Design phase_datapath, sky130hd; sources not shown.
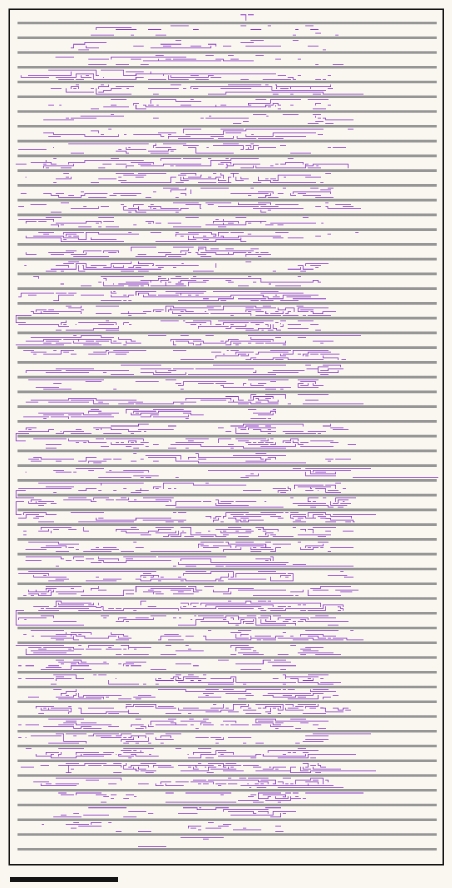
**Above:** signal wires on met1.
Scale bar: 20 µm. Supply wires on this layer in grey.
The longest straight run is 25.8 µm. The layer carries 5930 µm of wire. The wires run mostly horizontal. The layer holds 34% of the routed length. 724 nets have wire on it.
vias: 5458
met1 usage: 0.286
final wirelength: 17500 µm

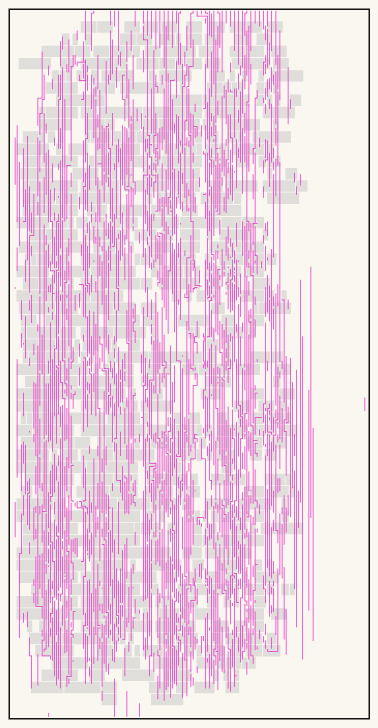
**Above:** met2 routing.
Cells faint in the background.
The layer holds 55% of the routed length. 659 nets have wire on it.
M2 GR Usage: 0.539

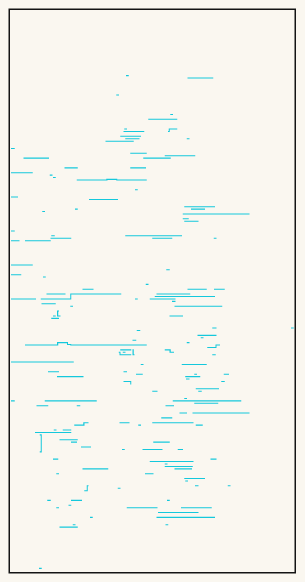
**Above:** metal 3.
The wires run mostly horizontal. 80 nets have wire on it. The longest straight run is 21.2 µm. The layer holds 3.6% of the routed length. The layer carries 633 µm of wire.
met3 Track Usage GR: 0.0354

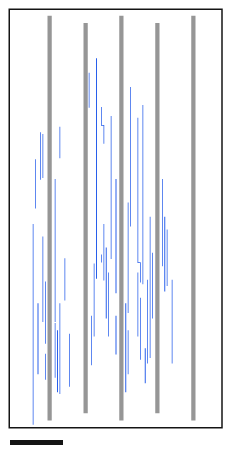
**Above:** met4 routing.
Scale bar: 20 µm. Supply wires on this layer in grey.
37 nets have wire on it. The layer carries 1290 µm of wire. The layer holds 7.4% of the routed length. The wires run mostly vertical.

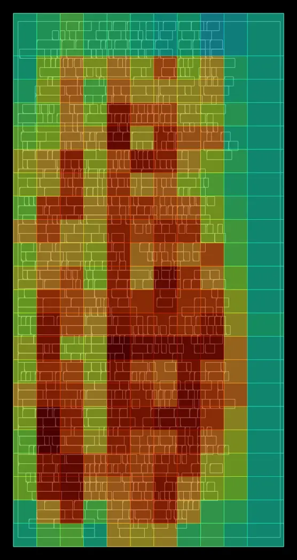
**Above:** track usage over the die.
Avg WL per Cell: 20.1 µm
gr busiest metal: met2
fin util: 0.577
Total GRT Usage: 0.292

==> results.toml <==
# flow metrics
[routing]
wl_met1_um = 5930
met3WireLength_um = 633
drtIter0Drc = 383
route.detailed.drc = 0
wl_met2_um = 9660

[logic_synthesis]
synth_chip_area_um2 = 6040
yosysWarnings = 0
edf_count = 0
ys_ff = 89
synth_cell_types = 75
syn_area_per_cell_um2 = 8.52
top_cells_by_area = "dfxtp_1 29%, mux4_2 8.9%, ha_1 7.7%"
top_area_frac = 0.295
flop_cell = "dfxtp_1"
ys_cells = 709

[power_and_ir_drop]
power_leader = "sequential cells"
p_comb_uw = 136
p_comb_frac = 0.100
p_sw_frac = 0.257
p_switching_uw = 348
seq-power_uw = 652
p_int_mw = 1.01
finalPower_mw = 1.36

[critical_path]
end_kind = "output port"
cp-start-kind = "input port"
criticalPathCategory = "input port to output port"
r2r_cells = 8
r2r_slack_ns = 2.58

[worst_hold_path]
holdCritPathClass = "register to register"
whs_path_depth = 2

[die]
die_area_um2 = 12600
core_area_um2 = 11800
die_x_um = 79.7
chipHeight_um = 157
io_pins = 52

[place]
dp_hpwl_um = 13100
gp_congestion = 0.977
preCtsSetupSlack_ns = 1.35

[layout]
design_area_um2 = 6800
largest_register_ffs = 32
nNetsFinal = 785
area_growth_pct = 12.5
nFillCells = 1024

[cts]
clk_pin_slew_worst_paths_ns = 0.06
clkSinkCount = 89
clk_latency_ns = 0.34
cts.repair.resized = 0
tritoncts = "yes"
cts-root-buf = "clkbuf_16"
numCtsBuffers = 9

[timing]
period_needed_ns = 4.35
fin_tns_setup_ns = 0
final-setup-viol-count = 0
maxSlewViolCount = 0
tightest_slew_ns = 1.05
hold_violations = 0
finalWorstSetupSlack_ns = 1.35
rsz0062_at_grt = "false"

[global_route]
grt_pass1_wl_um = 27600
grt_overflow = 0
grt_pass1_vias = 5468

[status]
outcome = "finished, final reports clean"
[logic make-up (layout without fill, tap and decap cells)]
kind of cell | count (synthesis) | after routing | share of synthesized area
AND-OR/OR-AND | 152 | 152 | 0.160
XOR/XNOR | 8 | 8 | 0.0116
flip-flops | 89 | 89 | 0.295
buffers and inverters | 87 | 106 | 0.0667
multiplexers | 70 | 70 | 0.166
AND/OR/NAND/NOR | 263 | 263 | 0.214
adder cells (fa/ha/maj) | 40 | 40 | 0.0866
[critical path, cell delays in order]
cell and delay (ns):
clkdlybuf4s50_1 0.85, mux4_2 0.59, clkdlybuf4s50_1 0.62
[cell type report]
type,instances,share of cell area
well taps,145,0.0267
inverters,30,0.0166
multi-input cells,533,0.567
flip-flops and latches,89,0.262
clock buffers,11,0.0372
clock inverters,5,0.00571
repair buffers,60,0.0843
